**Run 1: signal metal coverage by tile**

Scale bar: 50 um. 21 x 21 tiles, from black (low) to pale yellow (high), scaled to the fullest tile. Values are wire area over tile area, all layers added.
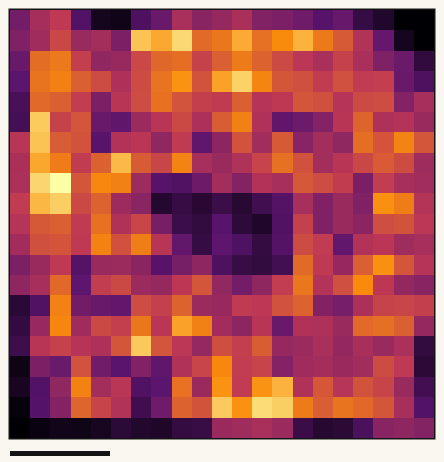
**Run 1: placement by cell class**

Fill, decap, tap and diode cells in gray.
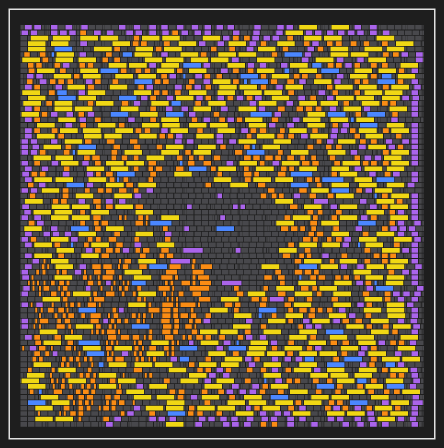
**Run 1: layout detail**

Scale bar: 20 um. Region (28, 28) to (78, 78) um. Cells in gray, sequential cells in the stronger gray; small squares are vias.
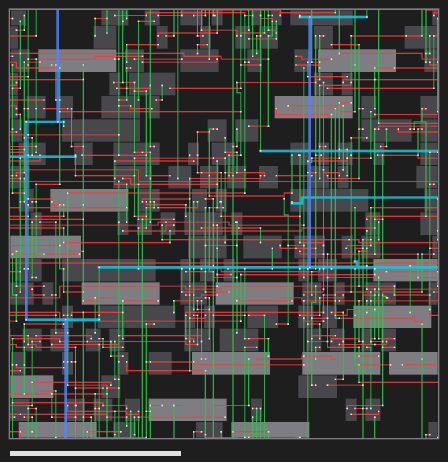
$ cat src/rtl/conv_seq_ctrl_if.sv
// SRAM read port plus ifmap stream between the sequencer and its neighbours.
// master = sequencer side, slave = SRAM/conv engine side.
interface conv_seq_ctrl_if #(
  parameter int ADDR_W = 13
);
  logic              sram_rd_en;
  logic [ADDR_W-1:0] sram_rd_addr;
  logic [31:0]       sram_rd_data;
  logic [31:0]       ifmap_data;
  logic              ifmap_valid;
  logic              ifmap_ready;

  modport master (
    output sram_rd_en,
    output sram_rd_addr,
    input  sram_rd_data,
    output ifmap_data,
    output ifmap_valid,
    input  ifmap_ready
  );

  modport slave (
    input  sram_rd_en,
    input  sram_rd_addr,
    output sram_rd_data,
    input  ifmap_data,
    input  ifmap_valid,
    output ifmap_ready
  );
endinterface

$ cat src/rtl/conv_seq_ctrl.sv
// Conv input sequencer: weight bank load, then backpressured ifmap stream.
// Abortable; one-cycle done pulse at the end of a completed run.
module conv_seq_ctrl #(
  parameter int ADDR_W      = 13,
  parameter int WEIGHT_BASE = 4080,
  parameter int N_TAPS      = 9,
  parameter int IFMAP_WORDS = 480
) (
  input  logic                 clk,
  input  logic                 rst_n,
  input  logic                 start,
  input  logic                 abort,
  output logic                 busy,
  output logic                 done,
  output logic [N_TAPS*32-1:0] weight_data,
  output logic                 weight_valid,
  conv_seq_ctrl_if.master      bus
);

  localparam logic [1:0] IDLE   = 2'd0;
  localparam logic [1:0] WLOAD  = 2'd1;
  localparam logic [1:0] STREAM = 2'd2;
  localparam logic [1:0] FIN    = 2'd3;

  localparam logic [4:0]        NT   = 5'(N_TAPS);
  localparam logic [ADDR_W-1:0] WB   = ADDR_W'(WEIGHT_BASE);
  localparam logic [ADDR_W-1:0] NW   = ADDR_W'(IFMAP_WORDS);
  localparam logic [ADDR_W-1:0] LAST = ADDR_W'(IFMAP_WORDS - 1);
  localparam logic [ADDR_W-1:0] ONE  = ADDR_W'(1);

  logic [1:0]        state;
  logic [4:0]        wcnt;
  logic              wpend;
  logic [ADDR_W-1:0] raddr;
  logic [ADDR_W-1:0] bcnt;
  logic              spend;
  logic [1:0]        occ;
  logic [31:0]       f0;
  logic [31:0]       f1;
  logic [31:0]       bank [N_TAPS];

  logic       wrd;
  logic       srd;
  logic       pop;
  logic [2:0] fill;
  logic [4:0] slot;

  always_comb begin
    wrd  = (state == WLOAD) && (wcnt < NT);
    pop  = (occ != 2'd0) && bus.ifmap_ready;
    fill = {1'b0, occ} + {2'b0, spend};
    // fill counts queued plus in-flight words; a same-cycle pop frees a slot
    srd  = (state == STREAM) && (raddr < NW) &&
           ((fill < 3'd2) || ((fill == 3'd2) && pop));
    slot = wcnt - 5'd1;
  end

  assign bus.sram_rd_en   = wrd | srd;
  assign bus.sram_rd_addr = wrd ? WB + {{(ADDR_W-5){1'b0}}, wcnt}
                          : srd ? raddr : '0;
  assign bus.ifmap_valid  = (occ != 2'd0);
  assign bus.ifmap_data   = f0;
  assign busy             = (state != IDLE);
  assign done             = (state == FIN) && !abort;

  for (genvar i = 0; i < N_TAPS; i++) begin : g_w
    assign weight_data[32*i +: 32] = bank[i];
  end

  always_ff @(posedge clk or negedge rst_n) begin
    if (!rst_n) begin
      state        <= IDLE;
      wcnt         <= '0;
      wpend        <= 1'b0;
      raddr        <= '0;
      bcnt         <= '0;
      spend        <= 1'b0;
      occ          <= '0;
      f0           <= '0;
      f1           <= '0;
      weight_valid <= 1'b0;
      for (int i = 0; i < N_TAPS; i++) bank[i] <= '0;
    end else if (abort) begin
      state <= IDLE;
      wcnt  <= '0;
      wpend <= 1'b0;
      raddr <= '0;
      bcnt  <= '0;
      spend <= 1'b0;
      occ   <= '0;
      if (state == WLOAD) weight_valid <= 1'b0;
    end else begin
      unique case (state)
        IDLE: begin
          if (start) begin
            state        <= WLOAD;
            weight_valid <= 1'b0;
            wcnt         <= '0;
            raddr        <= '0;
            bcnt         <= '0;
            occ          <= '0;
            for (int i = 0; i < N_TAPS; i++) bank[i] <= '0;
          end
        end
        WLOAD: begin
          wpend <= wrd;
          if (wrd) wcnt <= wcnt + 5'd1;
          for (int i = 0; i < N_TAPS; i++)
            if (wpend && slot == 5'(i)) bank[i] <= bus.sram_rd_data;
          if (wcnt == NT) begin
            state        <= STREAM;
            weight_valid <= 1'b1;
            wcnt         <= '0;
          end
        end
        STREAM: begin
          spend <= srd;
          if (srd) raddr <= raddr + ONE;
          unique case ({spend, pop})
            2'b11: begin
              if (occ == 2'd1) f0 <= bus.sram_rd_data;
              else begin
                f0 <= f1;
                f1 <= bus.sram_rd_data;
              end
            end
            2'b10: begin
              if (occ == 2'd0) f0 <= bus.sram_rd_data;
              else f1 <= bus.sram_rd_data;
              occ <= occ + 2'd1;
            end
            2'b01: begin
              f0  <= f1;
              occ <= occ - 2'd1;
            end
            default: ;
          endcase
          if (pop) begin
            bcnt <= bcnt + ONE;
            if (bcnt == LAST) begin
              state <= FIN;
              bcnt  <= '0;
              raddr <= '0;
            end
          end
        end
        FIN: state <= IDLE;
        default: state <= IDLE;
      endcase
    end
  end

endmodule
$ cat src/flat_wrapper.sv
// flat-port wrapper written by rule: the top's interface ports become plain ports
module conv_seq_ctrl_flat 
#(
  parameter int ADDR_W      = 13,
  parameter int WEIGHT_BASE = 4080,
  parameter int N_TAPS      = 9,
  parameter int IFMAP_WORDS = 480
)
  (clk, rst_n, start, abort, busy, done, weight_data, weight_valid, bus_sram_rd_en, bus_sram_rd_addr, bus_sram_rd_data, bus_ifmap_data, bus_ifmap_valid, bus_ifmap_ready);
  conv_seq_ctrl_if #(.ADDR_W(ADDR_W)) bus_i ();
  input  logic clk;
  input  logic rst_n;
  input  logic start;
  input  logic abort;
  output logic busy;
  output logic done;
  output logic [N_TAPS*32-1:0] weight_data;
  output logic weight_valid;
  output wire logic [$bits(bus_i.sram_rd_en)-1:0] bus_sram_rd_en;
  output wire logic [$bits(bus_i.sram_rd_addr)-1:0] bus_sram_rd_addr;
  input wire logic [$bits(bus_i.sram_rd_data)-1:0] bus_sram_rd_data;
  output wire logic [$bits(bus_i.ifmap_data)-1:0] bus_ifmap_data;
  output wire logic [$bits(bus_i.ifmap_valid)-1:0] bus_ifmap_valid;
  input wire logic [$bits(bus_i.ifmap_ready)-1:0] bus_ifmap_ready;
  assign bus_sram_rd_en = bus_i.sram_rd_en;
  assign bus_sram_rd_addr = bus_i.sram_rd_addr;
  assign bus_i.sram_rd_data = bus_sram_rd_data;
  assign bus_ifmap_data = bus_i.ifmap_data;
  assign bus_ifmap_valid = bus_i.ifmap_valid;
  assign bus_i.ifmap_ready = bus_ifmap_ready;
  conv_seq_ctrl #(.ADDR_W(ADDR_W), .WEIGHT_BASE(WEIGHT_BASE), .N_TAPS(N_TAPS), .IFMAP_WORDS(IFMAP_WORDS)) u_core (.clk(clk), .rst_n(rst_n), .start(start), .abort(abort), .busy(busy), .done(done), .weight_data(weight_data), .weight_valid(weight_valid), .bus(bus_i));
endmodule
$ cat config.mk
export PLATFORM = sky130hd
export DESIGN_NAME = conv_seq_ctrl_flat
export DESIGN_NICKNAME = d
export VERILOG_FILES = /design/src/rtl/conv_seq_ctrl_if.sv /design/src/rtl/conv_seq_ctrl.sv /design/src/flat_wrapper.sv
export SDC_FILE = /design/constraint.sdc
export NUM_CORES = 1
export LEC_CHECK = 0
export CAP_MARGIN = 20
export CELL_PAD_IN_SITES_DETAIL_PLACEMENT = 1
export CELL_PAD_IN_SITES_GLOBAL_PLACEMENT = 1
export CORE_AREA = 5 5 207 209
export DETAILED_ROUTE_END_ITERATION = 12
export DIE_AREA = 0 0 212 214
export PLACE_DENSITY_LB_ADDON = 0.1
export SLEW_MARGIN = 20
export SYNTH_ARGS = -nofsm -noshare
export SYNTH_HDL_FRONTEND = slang
export SYNTH_SLANG_ARGS = --single-unit
$ cat constraint.sdc
create_clock -name clk -period 7.35 [get_ports clk]
set_input_delay 1.47 -clock clk [delete_from_list [all_inputs] [get_ports clk]]
set_output_delay 1.47 -clock clk [all_outputs]
set_load 0.05 [all_outputs]
==> flow_metrics.py, run 1 <==
# Generated from Yosys and OpenROAD reports
metrics = {
    "power_and_ir_drop": {
        "power_density_nw_per_um2": 271.6,
        "p_int_uw": 4041,
        "clock_power_uw": 2300,
        "top_power_group": "sequential cells",
        "finalPower_uw": 5909,
        "ir_worst_vdd_mv": 0.1736,
    },
    "placement": {
        "place_area_um2": 20210,
        "hpwlAfterDp_um": 37270,
        "portBuffers": 373,
        "dpl.cell_count": 2033,
    },
    "layout": {
        "biggestCellCategory": "registers",
        "fin_nets": 1605,
        "syn2layout_area_growth_pct": 35.11,
        "logic_gate_count": 699,
        "n_antenna_cell": 0,
        "logic_area_um2": 5778,
        "drive_gt1_share_pct": 10.69,
        "comb_area_share_pct": 26.56,
        "mostFrequentLayoutCells": "dfrtp_1 (390), clkdlybuf4s50_1 (372), a22o_1 (276)",
        "inverters": 21,
    },
    "routing": {
        "wl_met2_um": 27920,
        "dr.pass1.iters": 5,
        "drtIter0Drc": 728,
        "vias_per_cell": 5.844,
    },
    "clocking": {
        "cts_resized": 0,
        "post_cts_buffers": 0,
        "clock_path_buffers": 3,
        "htree_levels": 2,
    },
    "floorplan": {
        "tap_cells": 532,
        "std_cell_rows": 74,
        "coreArea_um2": 40650,
    },
    "worst_setup_path": {
        "path_depth": 10,
        "required_ns": 5.88,
        "cp-end-kind": "primary output",
        "crit_buf_inv": 4,
        "path_cells": "clkdlybuf4s50_1, nand2b_1, inv_1, a31oi_1, or2_1, inv_1, ha_1, nand2_1, o21ai_0, clkdlybuf4s50_1",
        "cp-startpoint": "bus_ifmap_ready",
        "path_class": "in2out",
        "critPathMaxStageDelay_ns": 0.74,
        "r2r-start": "u_core.wcnt[0]",
    },
    "logic_synthesis": {
        "syn-cell-area_um2": 16100,
        "synthAdderAreaFrac_pct": 1.632,
        "syn_inst": 1245,
        "largest_area_cell": "dfrtp_1",
        "synth.distinct_cells": 58,
        "ys_ff": 390,
        "ys_warn_count": 0,
        "async_flop_share_pct": 100.0,
        "ff_type": "dfrtp_1",
        "common_cells": "dfrtp_1 (390), a22o_1 (276), clkbuf_1 (90)",
        "synth-compound-area-share_pct": 23.76,
        "synth_top_area_share_pct": 60.61,
        "yosys.area_share.xor_xnor_pct": 0.6527,
    },
    "global_routing": {
        "grt_pass1_wl_um": 87160,
        "grt_use_total_pct": 24.81,
        "gr-usage-met2_pct": 40.91,
        "grt-ovfl-total": 0,
        "gr-usage-met3_pct": 6.013,
    },
    "sta": {
        "fin_ws_ns": 1.579,
        "setup_viol": 0,
        "maxSlewHeadroom_pct": 26.50,
        "max_freq_ghz": 0.1733,
        "period_used_pct": 78.52,
        "fin_hold_ws_ns": 0.4741,
    },
    "outcome": {
        "status": "completed",
    },
    "hold_path": {
        "hold_depth": 1,
        "hold_path_class": "reg2reg",
        "whs_endpoint": "u_core.bus.ifmap_data[16]",
    },
}
About 'signal metal coverage by tile':
emptiest ninth of the die	center
nearly empty tiles	1.1%
fullest tile	0.44
drt wl/cell: 27.23 um
via count: 12348
drt total wl: 57540 um

About 'placement by cell class':
color	class	cells
blue	clock drivers and dummy loads	79
purple	other buffers and delay cells	392
orange	all other logic	720
yellow	flip-flops	390
Seq/total area: 44.86%
utilization after layout: 53.52%

About 'layout detail':
color	layer
cyan	met3
blue	met4
green	met2
red	met1
netlist names of flops here include	u_core.bcnt (5), u_core.wcnt (4), u_core.raddr (2)
cells with their middle in the window	132
sequential cells in the window	16
most frequent	dfrtp_1 (16), nor2_1 (13), o21ai_0 (12)

==> run 1 -> run 2 <==
Clock period 7.35 ns to 6.03 ns, I/O delays scaled along.
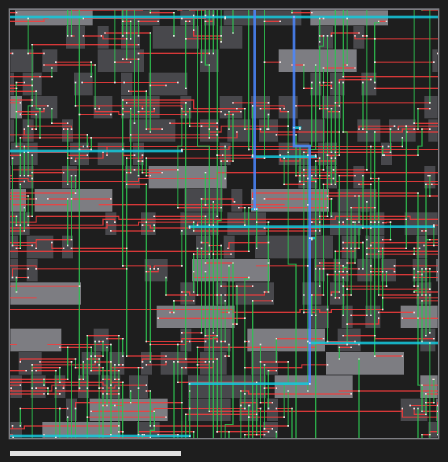
**Above:** run 2 (layout detail).
Scale bar: 20 um. Region (28, 28) to (78, 78) um. Cells in gray, sequential cells in the stronger gray; small squares are vias.
color	layer
cyan	met3
red	met1
green	met2
blue	met4
sequential cells in the window	15
most frequent	dfrtp_1 (15), nor2_1 (14), o21ai_0 (11)
cells with their middle in the window	132
netlist names of flops here include	u_core.bcnt (5), u_core.raddr (3), u_core.state (2)

==> run 2 against run 1 <==
Synthesized area is the same. Critical path type unchanged. Sequential cell count stayed put. Non-clock buffer count rose by 3. Critical endpoint unchanged. Clock skew rose by 0.0019 ns. Clock-buffer cell count fell by 2. Sequential share of layout area is 0.16 points higher. Hold slack about the same. Final area shrank 0.36%. Wire length shrank 0.91%. Sequential power up 22%. Largest power group unchanged. Synthesized cell count stayed put. Largest cell class unchanged. Total power is 19% higher.
==> flow_metrics.py, run 2 <==
# Generated from Yosys and OpenROAD reports
metrics = {
    "hold_path": {
        "whs_endpoint": "u_core.bus.ifmap_data[16]",
        "hold_start": "u_core.bus.ifmap_data[16]",
        "hold_path_class": "reg2reg",
        "hold_depth": 1,
    },
    "global_routing": {
        "grt_pass1_wl_um": 86150,
        "grt-ovfl-total": 0,
        "grt_use_total_pct": 24.57,
        "gr-usage-met2_pct": 39.98,
        "gr-usage-met3_pct": 4.960,
    },
    "logic_synthesis": {
        "yosys.area_share.xor_xnor_pct": 0.6527,
        "syn_inst": 1245,
        "ys_ff": 390,
        "ys_warn_count": 0,
        "largest_area_cell": "dfrtp_1",
        "synthAdderAreaFrac_pct": 1.632,
        "synth_top_area_share_pct": 60.61,
        "async_flop_share_pct": 100.0,
        "ff_type": "dfrtp_1",
        "synth.distinct_cells": 58,
        "common_cells": "dfrtp_1 (390), a22o_1 (276), clkbuf_1 (90)",
        "syn-cell-area_um2": 16100,
        "yosys.stat.seqShare_pct": 60.61,
    },
    "floorplan": {
        "dieHeight_um": 214,
        "tap_cells": 532,
        "coreArea_um2": 40650,
        "std_cell_rows": 74,
    },
    "worst_setup_path": {
        "r2r-start": "u_core.wcnt[1]",
        "path_depth": 10,
        "critPathMaxStageDelay_ns": 0.75,
        "path_cells": "clkdlybuf4s50_1, nand2b_1, inv_1, a31oi_1, or2_1, inv_1, ha_1, nand2_1, o21ai_0, clkdlybuf4s50_1",
        "cp-startpoint": "bus_ifmap_ready",
        "cp-end-kind": "primary output",
        "crit_buf_inv": 4,
        "required_ns": 4.82,
        "path_class": "in2out",
    },
    "power_and_ir_drop": {
        "p_comb_uw": 1500,
        "comb_power_share_pct": 21.2,
        "power_density_nw_per_um2": 325.2,
        "finalPower_uw": 7049,
        "switching_share_pct": 31.74,
        "top_power_group": "sequential cells",
        "p_int_uw": 4812,
        "clock_power_uw": 2650,
        "ir_worst_vdd_mv": 0.2164,
    },
    "sta": {
        "fin_ws_ns": 0.7324,
        "worstMarginPinSlew_ns": 1.121,
        "setup_viol": 0,
        "fin_hold_ws_ns": 0.4739,
        "maxSlewHeadroom_pct": 25.00,
        "period_used_pct": 87.85,
        "max_freq_ghz": 0.1888,
    },
    "clocking": {
        "post_cts_buffers": 0,
        "clock_path_buffers": 3,
        "htree_levels": 2,
    },
    "placement": {
        "place_area_um2": 20180,
        "dpl.cell_count": 2034,
        "portBuffers": 373,
        "hpwlAfterDp_um": 36970,
    },
    "routing": {
        "wl_met2_um": 27450,
        "drc": 0,
        "vias": 12365,
        "wl_per_cell_um": 27.02,
        "dr.pass1.iters": 5,
        "vias_per_cell": 5.860,
        "drtIter0Drc": 784,
    },
    "layout": {
        "logic_gate_count": 699,
        "seq_share_pct": 45.02,
        "mostFrequentLayoutCells": "dfrtp_1 (390), clkdlybuf4s50_1 (372), a22o_1 (276)",
        "inverters": 21,
        "drive_gt1_share_pct": 10.71,
        "finish.utilization_pct": 53.33,
        "nNonClkBuffers": 395,
        "syn2layout_area_growth_pct": 34.62,
        "fin_nets": 1608,
        "comb_area_share_pct": 26.59,
        "n_antenna_cell": 0,
        "biggestCellCategory": "registers",
    },
    "outcome": {
        "status": "completed",
    },
}
==> run 2 -> run 3 <==
Settings changed: DONT_BUFFER_PORTS from default to 1, PLACE_DENSITY from default to 0.63, PLACE_DENSITY_LB_ADDON 0.1 to default.
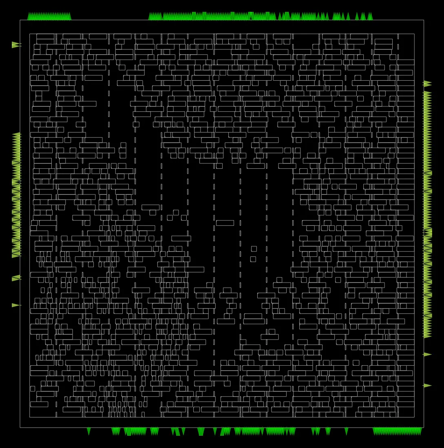
**Above:** run 3 (cell outlines without signal wires).
Layout fillers: 4094
core area: 40650 um^2
Seq/total area: 54.53%
utilization after layout: 44.03%

==> run 3 against run 2 <==
Sequential share of layout area grew 9.5 points. Die size did not move. Synthesized area stayed put. Clock-buffer cell count increased by 1. Core utilization shrank 9.3 points. Wire length shrank 6.1%. Non-clock buffer count fell by 375. Synthesized cell count stayed put. First-iteration DRC count rose by 2.3%. Combinational power fell by about 30%. Final area decreased by 17%. Hold slack worse by 0.13 ns.
==> flow_metrics.py, run 3 <==
# Generated from Yosys and OpenROAD reports
metrics = {
    "outcome": {
        "status": "completed",
    },
    "global_routing": {
        "gr-usage-met2_pct": 37.22,
        "grt_use_total_pct": 22.79,
        "gr-usage-met3_pct": 6.789,
        "grt_pass1_wl_um": 79180,
        "grt-ovfl-total": 0,
    },
    "layout": {
        "syn2layout_area_growth_pct": 11.14,
        "clockBufferCount": 64,
        "logic_area_um2": 5771,
        "fin_nets": 1232,
        "drive_gt1_share_pct": 13.54,
        "nNonClkBuffers": 20,
        "inverters": 21,
        "biggestCellCategory": "registers",
        "n_antenna_cell": 0,
        "mostFrequentLayoutCells": "dfrtp_1 (390), a22o_1 (276), clkbuf_16 (43)",
        "logic_gate_count": 699,
    },
    "floorplan": {
        "std_cell_rows": 74,
        "dieArea_um2": 45370,
        "dieHeight_um": 214,
    },
    "placement": {
        "dpl.cell_count": 1659,
        "place_area_um2": 16390,
        "portBuffers": 0,
        "hpwlAfterDp_um": 33650,
    },
    "worst_setup_path": {
        "critPathMaxStageDelay_ns": 0.49,
        "r2r-start": "u_core.wcnt[0]",
        "required_ns": 4.82,
        "cp-end-kind": "primary output",
        "path_class": "reg2out",
        "path_cells": "inv_1, ha_1, nand2b_1, inv_1, a31oi_1, or2_1, inv_1, ha_1, nand2_1, o21ai_1",
        "path_depth": 10,
        "crit_buf_inv": 3,
    },
    "power_and_ir_drop": {
        "finalPower_uw": 6769,
        "p_int_uw": 4667,
        "top_power_group": "sequential cells",
        "clock_power_uw": 2640,
        "p_clk_share_pct": 39.0,
        "power_frac_seq_pct": 45.5,
        "ir_worst_vdd_mv": 0.1794,
        "comb_power_share_pct": 15.5,
        "power_density_nw_per_um2": 378.3,
        "switching_share_pct": 31.06,
        "p_comb_uw": 1050,
    },
    "sta": {
        "maxSlewHeadroom_pct": 22.55,
        "finalHoldViolations": 0,
        "worstMarginPinSlew_ns": 1.162,
        "max_freq_ghz": 0.2214,
        "fin_ws_ns": 1.514,
        "fin_hold_ws_ns": 0.3488,
        "min_period_ns": 4.516,
        "period_used_pct": 74.89,
    },
    "logic_synthesis": {
        "synth-compound-area-share_pct": 23.76,
        "synth.distinct_cells": 58,
        "syn-cell-area_um2": 16100,
        "yosys.stat.seqShare_pct": 60.61,
        "synthAdderAreaFrac_pct": 1.632,
        "async_flop_share_pct": 100.0,
        "largest_area_cell": "dfrtp_1",
        "ys_ff": 390,
        "yosys.area_share.xor_xnor_pct": 0.6527,
        "common_cells": "dfrtp_1 (390), a22o_1 (276), clkbuf_1 (90)",
        "ys_warn_count": 0,
        "syn_inst": 1245,
        "mux_area_share_pct": 4.484,
        "ff_type": "dfrtp_1",
        "synth_top_area_share_pct": 60.61,
    },
    "routing": {
        "wl_met2_um": 25690,
        "drc": 0,
        "dr.pass1.iters": 4,
        "drt-total-wl_um": 53510,
        "wl_per_cell_um": 30.83,
        "vias_per_cell": 6.259,
        "vias": 10866,
    },
    "clocking": {
        "numCtsBuffers": 42,
        "clock_path_buffers": 3,
        "cts_resized": 0,
        "post_cts_buffers": 0,
    },
    "hold_path": {
        "hold_path_class": "in2async",
    },
}

## Gallery

Where the registers sit.
Other sequential cells in the stronger gray, the rest of the logic in the fainter gray.
(a)
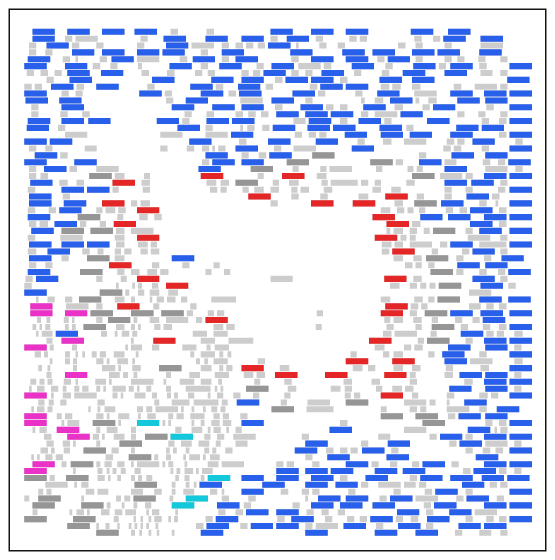
(b)
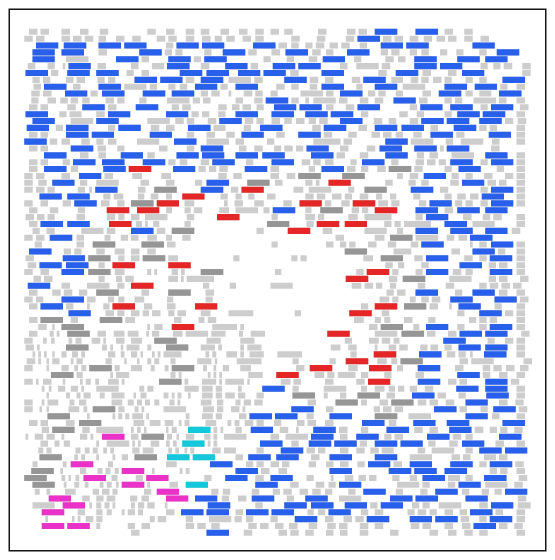
(b) -> run 1
(a) -> run 3

Power and IR drop assume default switching activity.
